File: config.mk
export PLATFORM = sky130hd
export DESIGN_NAME = dispatch_queue
export DESIGN_NICKNAME = d
export VERILOG_FILES = /design/src/rtl/dispatch_pkg.sv /design/src/rtl/dq_operand_wakeup.sv /design/src/rtl/dispatch_queue.sv
export SDC_FILE = /design/constraint.sdc
export NUM_CORES = 2
export LEC_CHECK = 0
export ABC_AREA = 1
export CAP_MARGIN = 20
export CORE_UTILIZATION = 40
export CTS_BUF_LIST = sky130_fd_sc_hd__clkbuf_8
export DETAILED_ROUTE_END_ITERATION = 8
export PLACE_DENSITY = 0.65
export SKIP_CTS_REPAIR_TIMING = 1
export SLEW_MARGIN = 20
export SYNTH_ARGS = -nofsm -noshare
export SYNTH_HDL_FRONTEND = slang
export SYNTH_HIERARCHICAL = 1
export SYNTH_SLANG_ARGS = --single-unit
File: constraint.sdc
create_clock -name clk -period 6.88 [get_ports clk]
set_input_delay 1.032 -clock clk [delete_from_list [all_inputs] [get_ports clk]]
set_output_delay 1.032 -clock clk [all_outputs]
set_load 0.01 [all_outputs]
File: src/rtl/dispatch_pkg.sv
// Shared class encoding, entry layout and default widths for the dispatch queue.
// Declarations only: no latency and no flow control of its own.
// dq_entry_t describes one queue entry at the default widths.
package dispatch_pkg;

   localparam int DQ_FETCH_W = 4;
   localparam int DQ_DEPTH   = 8;
   localparam int DQ_NUM_FXU = 2;
   localparam int DQ_DATA_W  = 16;
   localparam int DQ_TAG_W   = 4;
   localparam int DQ_OPC_W   = 4;
   localparam int DQ_IMM_W   = 8;

   typedef enum logic [1:0] {
      FXU  = 2'd0,
      LSU  = 2'd1,
      BR   = 2'd2,
      NONE = 2'd3
   } fu_class_e;

   typedef struct packed {
      fu_class_e              cls;
      logic [DQ_OPC_W-1:0]    opcode;
      logic [DQ_IMM_W-1:0]    imm;
      logic                   a_rdy;
      logic [DQ_DATA_W-1:0]   a_val;
      logic [DQ_TAG_W-1:0]    a_tag;
      logic                   b_rdy;
      logic [DQ_DATA_W-1:0]   b_val;
      logic [DQ_TAG_W-1:0]    b_tag;
   } dq_entry_t;

endpackage

File: src/rtl/dq_operand_wakeup.sv
// One operand slot of a queue entry: ready/value/tag register snooping the result bus.
// Latency: a matching broadcast is visible as rdy one cycle later, also when it coincides with the load.
// Backpressure: none; a load overrides snooping in the same cycle.
module dq_operand_wakeup
   import dispatch_pkg::*;
#(
   parameter int DATA_W = DQ_DATA_W,
   parameter int TAG_W  = DQ_TAG_W
) (
   input  logic              clk,
   input  logic              rst,
   input  logic              load,
   input  logic              load_rdy,
   input  logic [DATA_W-1:0] load_val,
   input  logic [TAG_W-1:0]  load_tag,
   input  logic              cdb_valid,
   input  logic [TAG_W-1:0]  cdb_tag,
   input  logic [DATA_W-1:0] cdb_value,
   output logic              rdy,
   output logic [DATA_W-1:0] val,
   output logic [TAG_W-1:0]  tag
);

   logic load_hit;
   logic snoop_hit;

   assign load_hit  = cdb_valid && !load_rdy && (cdb_tag == load_tag);
   assign snoop_hit = cdb_valid && !rdy && (cdb_tag == tag);

   always_ff @(posedge clk or posedge rst) begin
      if (rst) begin
         rdy <= 1'b0;
         val <= '0;
         tag <= '0;
      end else if (load) begin
         rdy <= load_rdy || load_hit;
         val <= load_hit ? cdb_value : load_val;
         tag <= load_tag;
      end else if (snoop_hit) begin
         rdy <= 1'b1;
         val <= cdb_value;
      end
   end

endmodule

File: src/rtl/dispatch_queue.sv
// In-order dispatch queue: FETCH_W-wide enqueue, up to NUM_FU dispatches per cycle with ROB index allocation.
// Latency: an entry can dispatch the cycle after enqueue; optional CDB_BYPASS_EN forwards same-cycle results.
// Backpressure: in_ready needs FETCH_W free slots; dispatch stops at the first entry lacking a port or ROB slot.
module dispatch_queue
   import dispatch_pkg::*;
#(
   parameter int FETCH_W = DQ_FETCH_W,
   parameter int DEPTH   = DQ_DEPTH,
   parameter int NUM_FXU = DQ_NUM_FXU,
   parameter int DATA_W  = DQ_DATA_W,
   parameter int TAG_W   = DQ_TAG_W,
   parameter int OPC_W   = DQ_OPC_W,
   parameter int IMM_W   = DQ_IMM_W,
   localparam int NUM_FU  = NUM_FXU + 2,
   localparam int ICNT_W  = $clog2(FETCH_W + 1),
   localparam int ALLOC_W = $clog2(NUM_FU + 1)
) (
   input  logic                       clk,
   input  logic                       rst,
   input  logic                       flush,
   input  logic                       in_valid,
   output logic                       in_ready,
   input  logic [ICNT_W-1:0]          in_count,
   input  logic [FETCH_W*2-1:0]       in_class,
   input  logic [FETCH_W*OPC_W-1:0]   in_opcode,
   input  logic [FETCH_W*IMM_W-1:0]   in_imm,
   input  logic [FETCH_W-1:0]         in_a_rdy,
   input  logic [FETCH_W-1:0]         in_b_rdy,
   input  logic [FETCH_W*DATA_W-1:0]  in_a_val,
   input  logic [FETCH_W*DATA_W-1:0]  in_b_val,
   input  logic [FETCH_W*TAG_W-1:0]   in_a_tag,
   input  logic [FETCH_W*TAG_W-1:0]   in_b_tag,
   input  logic                       cdb_valid,
   input  logic [TAG_W-1:0]           cdb_tag,
   input  logic [DATA_W-1:0]          cdb_value,
   input  logic [TAG_W-1:0]           rob_tail,
   input  logic [TAG_W:0]             rob_free,
   output logic [ALLOC_W-1:0]         rob_alloc,
   output logic [NUM_FU-1:0]          fu_valid,
   input  logic [NUM_FU-1:0]          fu_ready,
   output logic [NUM_FU*TAG_W-1:0]    fu_rob_idx,
   output logic [NUM_FU*OPC_W-1:0]    fu_opcode,
   output logic [NUM_FU*IMM_W-1:0]    fu_imm,
   output logic [NUM_FU-1:0]          fu_a_rdy,
   output logic [NUM_FU*DATA_W-1:0]   fu_a_val,
   output logic [NUM_FU*TAG_W-1:0]    fu_a_tag,
   output logic [NUM_FU-1:0]          fu_b_rdy,
   output logic [NUM_FU*DATA_W-1:0]   fu_b_val,
   output logic [NUM_FU*TAG_W-1:0]    fu_b_tag
);

   localparam int PTR_W    = $clog2(DEPTH);
   localparam int CNT_W    = $clog2(DEPTH + 1);
   localparam int SLOT_W   = (FETCH_W > 1) ? $clog2(FETCH_W) : 1;
   localparam int LSU_PORT = NUM_FXU;
   localparam int BR_PORT  = NUM_FXU + 1;

   logic [PTR_W-1:0]  head;
   logic [PTR_W-1:0]  tail;
   logic [CNT_W-1:0]  count;

   fu_class_e         cls    [DEPTH];
   logic [OPC_W-1:0]  opcode [DEPTH];
   logic [IMM_W-1:0]  imm    [DEPTH];
   logic [DEPTH-1:0]  a_rdy;
   logic [DEPTH-1:0]  b_rdy;
   logic [DATA_W-1:0] a_val  [DEPTH];
   logic [DATA_W-1:0] b_val  [DEPTH];
   logic [TAG_W-1:0]  a_tag  [DEPTH];
   logic [TAG_W-1:0]  b_tag  [DEPTH];

   logic              enq;
   logic [ICNT_W-1:0] enq_n;
   logic [DEPTH-1:0]  load;
   logic [SLOT_W-1:0] load_slot [DEPTH];

   logic [NUM_FU-1:0] d_valid;
   logic [NUM_FU-1:0] d_a_rdy;
   logic [NUM_FU-1:0] d_b_rdy;
   logic [TAG_W-1:0]  d_rob   [NUM_FU];
   logic [OPC_W-1:0]  d_opc   [NUM_FU];
   logic [IMM_W-1:0]  d_imm   [NUM_FU];
   logic [DATA_W-1:0] d_a_val [NUM_FU];
   logic [DATA_W-1:0] d_b_val [NUM_FU];
   logic [TAG_W-1:0]  d_a_tag [NUM_FU];
   logic [TAG_W-1:0]  d_b_tag [NUM_FU];
   logic [ALLOC_W-1:0] n_disp;

   // Occupancy before this cycle's dispatch keeps enqueue independent of fu_ready.
   assign in_ready = int'(count) <= (DEPTH - FETCH_W);
   assign enq      = in_valid && in_ready && !flush;
   assign enq_n    = (int'(in_count) > FETCH_W) ? ICNT_W'(FETCH_W) : in_count;

   always_comb begin
      load = '0;
      for (int e = 0; e < DEPTH; e++) begin
         load_slot[e] = '0;
      end
      for (int i = 0; i < FETCH_W; i++) begin
         if (enq && (i < int'(enq_n))) begin
            load[PTR_W'((int'(tail) + i) % DEPTH)]      = 1'b1;
            load_slot[PTR_W'((int'(tail) + i) % DEPTH)] = SLOT_W'(i);
         end
      end
   end

   always_ff @(posedge clk or posedge rst) begin
      if (rst) begin
         for (int e = 0; e < DEPTH; e++) begin
            cls[e]    <= NONE;
            opcode[e] <= '0;
            imm[e]    <= '0;
         end
      end else begin
         for (int e = 0; e < DEPTH; e++) begin
            if (load[e]) begin
               cls[e]    <= fu_class_e'(in_class[int'(load_slot[e])*2 +: 2]);
               opcode[e] <= in_opcode[int'(load_slot[e])*OPC_W +: OPC_W];
               imm[e]    <= in_imm[int'(load_slot[e])*IMM_W +: IMM_W];
            end
         end
      end
   end

   for (genvar e = 0; e < DEPTH; e++) begin : g_entry
      dq_operand_wakeup #(.DATA_W(DATA_W), .TAG_W(TAG_W)) u_op_a (
         .clk       (clk),
         .rst       (rst),
         .load      (load[e]),
         .load_rdy  (in_a_rdy[load_slot[e]]),
         .load_val  (in_a_val[int'(load_slot[e])*DATA_W +: DATA_W]),
         .load_tag  (in_a_tag[int'(load_slot[e])*TAG_W +: TAG_W]),
         .cdb_valid (cdb_valid),
         .cdb_tag   (cdb_tag),
         .cdb_value (cdb_value),
         .rdy       (a_rdy[e]),
         .val       (a_val[e]),
         .tag       (a_tag[e])
      );
      dq_operand_wakeup #(.DATA_W(DATA_W), .TAG_W(TAG_W)) u_op_b (
         .clk       (clk),
         .rst       (rst),
         .load      (load[e]),
         .load_rdy  (in_b_rdy[load_slot[e]]),
         .load_val  (in_b_val[int'(load_slot[e])*DATA_W +: DATA_W]),
         .load_tag  (in_b_tag[int'(load_slot[e])*TAG_W +: TAG_W]),
         .cdb_valid (cdb_valid),
         .cdb_tag   (cdb_tag),
         .cdb_value (cdb_value),
         .rdy       (b_rdy[e]),
         .val       (b_val[e]),
         .tag       (b_tag[e])
      );
   end

   // In-order walk from head; the first entry that cannot issue ends the prefix.
   always_comb begin
      logic              stop;
      logic              found;
      logic [NUM_FU-1:0] taken;
      logic [PTR_W-1:0]  idx;
      int                p;

      stop   = flush;
      taken  = '0;
      n_disp = '0;
      for (int j = 0; j < NUM_FU; j++) begin
         d_valid[j] = 1'b0;
         d_a_rdy[j] = 1'b0;
         d_b_rdy[j] = 1'b0;
         d_rob[j]   = '0;
         d_opc[j]   = '0;
         d_imm[j]   = '0;
         d_a_val[j] = '0;
         d_b_val[j] = '0;
         d_a_tag[j] = '0;
         d_b_tag[j] = '0;
      end

      for (int k = 0; k < NUM_FU; k++) begin
         idx   = PTR_W'((int'(head) + k) % DEPTH);
         found = 1'b0;
         p     = 0;
         if (!stop && (k < int'(count)) && (k < int'(rob_free))) begin
            case (cls[idx])
               FXU: begin
                  for (int j = NUM_FXU - 1; j >= 0; j--) begin
                     if (fu_ready[j] && !taken[j]) begin
                        found = 1'b1;
                        p     = j;
                     end
                  end
               end
               LSU: begin
                  if (fu_ready[LSU_PORT] && !taken[LSU_PORT]) begin
                     found = 1'b1;
                     p     = LSU_PORT;
                  end
               end
               BR: begin
                  if (fu_ready[BR_PORT] && !taken[BR_PORT]) begin
                     found = 1'b1;
                     p     = BR_PORT;
                  end
               end
               default: found = 1'b0;
            endcase
         end

         if (found) begin
            taken[p]   = 1'b1;
            d_valid[p] = 1'b1;
            d_rob[p]   = TAG_W'(int'(rob_tail) + k);
            d_opc[p]   = opcode[idx];
            d_imm[p]   = imm[idx];
            d_a_rdy[p] = a_rdy[idx];
            d_a_val[p] = a_val[idx];
            d_a_tag[p] = a_tag[idx];
            d_b_rdy[p] = b_rdy[idx];
            d_b_val[p] = b_val[idx];
            d_b_tag[p] = b_tag[idx];
`ifdef CDB_BYPASS_EN
            if (!a_rdy[idx] && cdb_valid && (cdb_tag == a_tag[idx])) begin
               d_a_rdy[p] = 1'b1;
               d_a_val[p] = cdb_value;
            end
            if (!b_rdy[idx] && cdb_valid && (cdb_tag == b_tag[idx])) begin
               d_b_rdy[p] = 1'b1;
               d_b_val[p] = cdb_value;
            end
`endif
            n_disp = n_disp + ALLOC_W'(1);
         end else begin
            stop = 1'b1;
         end
      end
   end

   always_ff @(posedge clk or posedge rst) begin
      if (rst) begin
         head  <= '0;
         tail  <= '0;
         count <= '0;
      end else if (flush) begin
         head  <= '0;
         tail  <= '0;
         count <= '0;
      end else begin
         head <= PTR_W'((int'(head) + int'(n_disp)) % DEPTH);
         if (enq) begin
            tail <= PTR_W'((int'(tail) + int'(enq_n)) % DEPTH);
         end
         count <= CNT_W'(int'(count) + (enq ? int'(enq_n) : 0) - int'(n_disp));
      end
   end

   assign fu_valid  = d_valid;
   assign fu_a_rdy  = d_a_rdy;
   assign fu_b_rdy  = d_b_rdy;
   assign rob_alloc = n_disp;

   for (genvar j = 0; j < NUM_FU; j++) begin : g_port
      assign fu_rob_idx[j*TAG_W +: TAG_W]  = d_rob[j];
      assign fu_opcode[j*OPC_W +: OPC_W]   = d_opc[j];
      assign fu_imm[j*IMM_W +: IMM_W]      = d_imm[j];
      assign fu_a_val[j*DATA_W +: DATA_W]  = d_a_val[j];
      assign fu_a_tag[j*TAG_W +: TAG_W]    = d_a_tag[j];
      assign fu_b_val[j*DATA_W +: DATA_W]  = d_b_val[j];
      assign fu_b_tag[j*TAG_W +: TAG_W]    = d_b_tag[j];
   end

endmodule

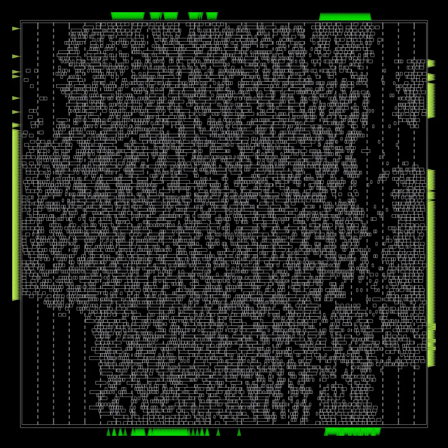
final_placement.png
Layout Utilization: 45.9%
flop share of the area: 19.9%
n_taps: 1650

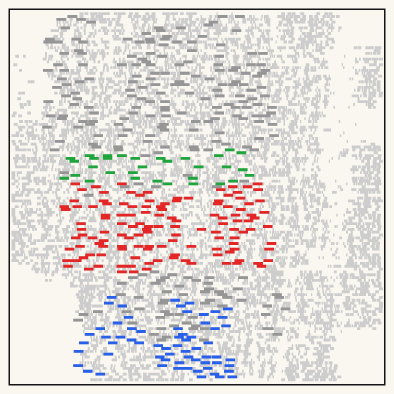
registers.png
Other sequential cells in the stronger grey, the rest of the logic in the fainter grey.
| colour | name in the netlist | flops |
|---|---|---|
| red | g_entry.u_op_a/val | 128 |
| green | g_entry.u_op_a/tag | 32 |
| blue | imm | 64 |

==> flow_metrics.env <==
# implementation run metrics
export IMPL_whs_path_depth=2
export IMPL_largest_area_cell="dfrtp_1"
export IMPL_slowest_delay_ns=0.61
export IMPL_hp_start="cls[13]"
export IMPL_comb_power_mw=12.8
export IMPL_flop_cell="dfrtp_1"
export IMPL_io_pins=505
export IMPL_rrSetupSlack_ns=1.32
export IMPL_diodes=5
export IMPL_crit_start="head[1]"
export IMPL_wire_per_inst_um=26.5
export IMPL_finalSetupTns_ns=0
export IMPL_period_minus_slack_ns=6.55
export IMPL_nets=8871
export IMPL_power_top_consumer="combinational logic"
export IMPL_setup_viol=0
export IMPL_regArea_um2=11500
export IMPL_power_density_nw_per_um2=374
export IMPL_comb_share_pct=56.5
export IMPL_topCombFamilyByArea="simple AND/OR/NAND/NOR gates"
export IMPL_drcViolationCount=0
export IMPL_synth_edff_count=0
export IMPL_dp_slack_ns=0.261
export IMPL_max_freq_mhz=153
export IMPL_synth_simple_area_share_pct=34.9
export IMPL_worst_slew_pin_slew_ns=1.23
export IMPL_status="complete, no violations"
export IMPL_cts_sinks=458
export IMPL_placed_area_um2=56100
export IMPL_power_frac_seq_pct=28.7
export IMPL_ir_drop_mv=0.253
export IMPL_syn_num_nets=8784
export IMPL_yosysWarnings=6
export IMPL_fill_cells=13200
export IMPL_dieArea_um2=128000
export IMPL_common_cells="nand2_1, nand3_1, o21ai_0"
export IMPL_area_growth_pct=13.7
export IMPL_pg_seq_mw=6.19
export IMPL_power_leakage_nw=26.9
export IMPL_worstSetupPathDepth=27
export IMPL_cp_arrival_ns=5.52
export IMPL_path_delay_family="simple AND/OR/NAND/NOR gates"
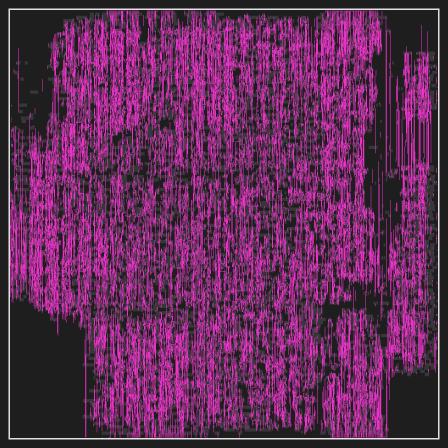
met2.png
Cells faint in the background.
share of all routed wire: 36%
wire length on this layer: 97.4 mm

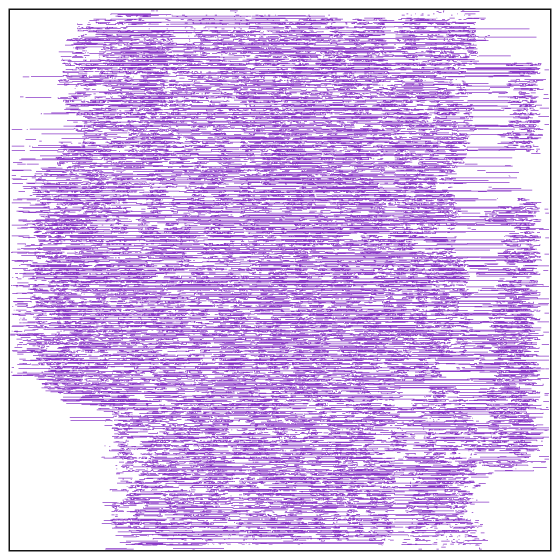
met1.png
main direction: horizontal
longest straight run: 162 µm
nets with wire on the layer: 8242
share of all routed wire: 41%

==> layer usage <==
metal  share of wire [%]  vias up  track usage, %
met5               0.056        -           0.556
met4                 2.7       10            9.39
met3                  20      486            23.2
met2                  36     5084            50.2
met1                  41    29600            58.7
li1                    -    28600               -
==> cell usage in the layout, fill, tap and decap left out, types with 241 or more instances in the layout <==
master | Yosys | layout
clkdlybuf4s50_1 | 0 | 501
o221ai_1 | 249 | 249
o21ai_0 | 901 | 898
nor2_1 | 462 | 460
dfrtp_1 | 442 | 441
inv_1 | 725 | 752
a21oi_1 | 448 | 448
nand3_1 | 909 | 908
o22ai_1 | 241 | 241
nand2_1 | 2445 | 2439
